Fig. 1: clock distribution
The bar under the picture is 20 um long.
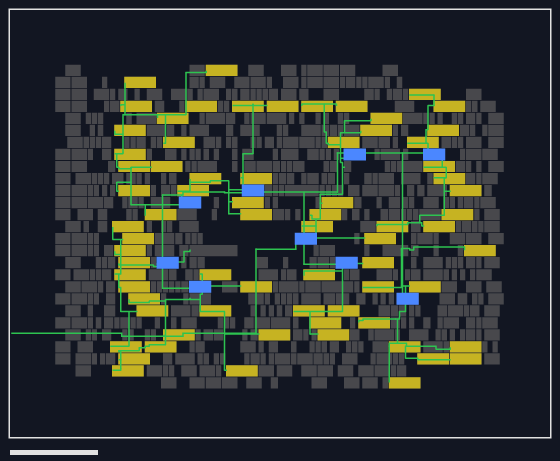
Fig. 2: nets reached from selected ports
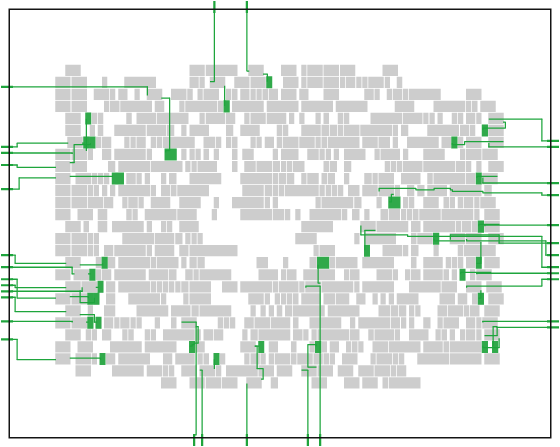
Fig. 3: selected gate families
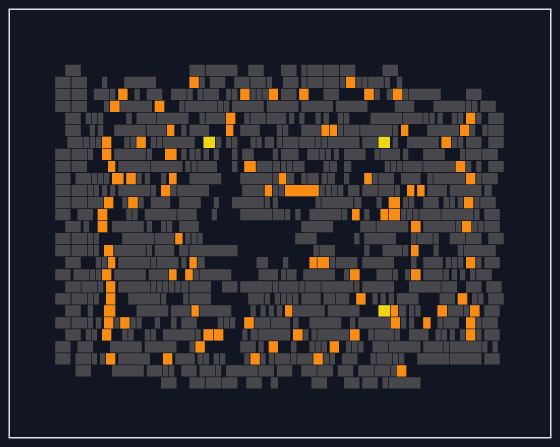
Fig. 4: metal layers overlaid
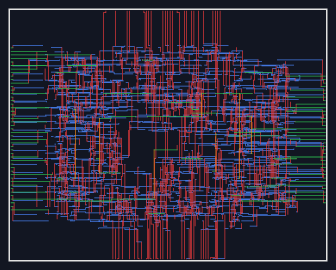
==> config.mk <==
export PLATFORM = sky130hd
export DESIGN_NAME = cmp_arbiter_flat
export DESIGN_NICKNAME = d
export VERILOG_FILES = /design/src/rtl/cmp_arbiter_pkg.sv /design/src/rtl/cmp_arbiter_if.sv /design/src/rtl/cmp_arbiter_cmp.sv /design/src/rtl/cmp_arbiter.sv /design/src/flat_wrapper.sv
export SDC_FILE = /design/constraint.sdc
export NUM_CORES = 1
export LEC_CHECK = 0
export ABC_AREA = 1
export CORE_ASPECT_RATIO = 0.75
export CORE_MARGIN = 10
export CORE_UTILIZATION = 48
export DETAILED_ROUTE_END_ITERATION = 16
export HOLD_SLACK_MARGIN = 0.08
export PLACE_DENSITY = 0.89
export SYNTH_ARGS = -nofsm -noshare
export SYNTH_HDL_FRONTEND = slang
export SYNTH_SLANG_ARGS = --single-unit
==> constraint.sdc <==
create_clock -name clk -period 2.4 [get_ports clk]
set_input_delay 0.6 -clock clk [delete_from_list [all_inputs] [get_ports clk]]
set_output_delay 0.6 -clock clk [all_outputs]
set_load 0.02 [all_outputs]
==> results_dict.tcl <==
# metrics dict for downstream scripts
set metrics [dict create \
    cts_resized 7 \
    filler_cell_count 579 \
    finalInstanceArea_um2 5343 \
    remaining_antenna_violation_count_after_routing 0 \
    warning_count 27 \
    yosys-top-cells-count "sky130_fd_sc_hd__nand2_1, sky130_fd_sc_hd__dfxtp_1, sky130_fd_sc_hd__a31oi_1, sky130_fd_sc_hd__inv_1, sky130_fd_sc_hd__ha_1" \
    simple_gate_area_share_pct 25.52 \
    synth-seq-area-share_pct 37.85 \
    top_layer_used "met4" \
    grtUsageMet1_pct 22.96 \
    worst-path-max-fanout 4 \
    layout.sequential_cells 71 \
    met1_length_um 5014 \
    drive_above_1_share_pct 4.841 \
    finalWorstSetupSlack_ns 0.07322 \
    via_to_cell_ratio 5.089 \
    timing.hold.ws_ns 0.4726 \
    critical_path.startpoint_type "input pin" \
    power_sequential_mw 1.32 \
    layout.nonclk_buf_share_pct 27.12 \
    worstMarginPinSlew_ns 0.7120 \
    wl_met3_um 933 \
    p_int_mw 2.207 \
    timing.hold.worst_path_depth 2 \
    comb_area_share_pct 36.37 \
    via_count_of_the_first_global_routing_pass 3867 \
    finalCriticalPeriod_ns 2.327 \
    postCtsSetupBuffers 0 \
    tritoncts "yes" \
    power_mw 3.095 \
    layout-area-overhead-vs-synth_pct 42.29 \
    cp.depth 6 \
    comb_power_share_pct 25.6 \
    run_status "finished, final reports clean" \
    timing.final.crit_share_pct 96.95 \
    ir_worst_vdd_mv 0.3312 \
    postSynthCellCount 526 \
    power.largest_group "sequential cells" \
]
-- Fig. 1 (at the start) --
[green] clock wires | length: 869 um
[blue] clock-net drivers | count: 9
[yellow] flip-flops | count: 71
routed clock nets	10
relative contribution of the clock network to total power: 31.8%
Post-Route Skew: 0.009914 ns
clock latency of the later-clocked register in the worst-skew pair: 0.35 ns

-- Fig. 2 (at the start) --
color	port	bits	direction	edge	end cells	wire
green	bus_req1_b	32	input	13 left, 12 right, 5 bottom, 2 top	32	798 um
PortBufs: 139
Top-Level Pins: 140

-- Fig. 3 (at the start) --
color	family	cells	most used
orange	aoi and oai cells	91	a31oi_1
yellow	non-inverting ao/oa cells	3	o21a_1
most frequent logic cell in the layout: sky130_fd_sc_hd__nand2_1
number of cells in the finished layout apart from fillers: 762

-- Fig. 4 (at the start) --
color	layer	wire length
blue	M1	5010 um
orange	M4	137 um
red	M2	5060 um
green	M3	934 um
total routed wirelength: 11140 um
vias post-DR: 3878
routed length per instance: 14.62 um
total global-route track usage: 18.89%

Power figures rest on the tool's default switching activity, not on a simulated workload.
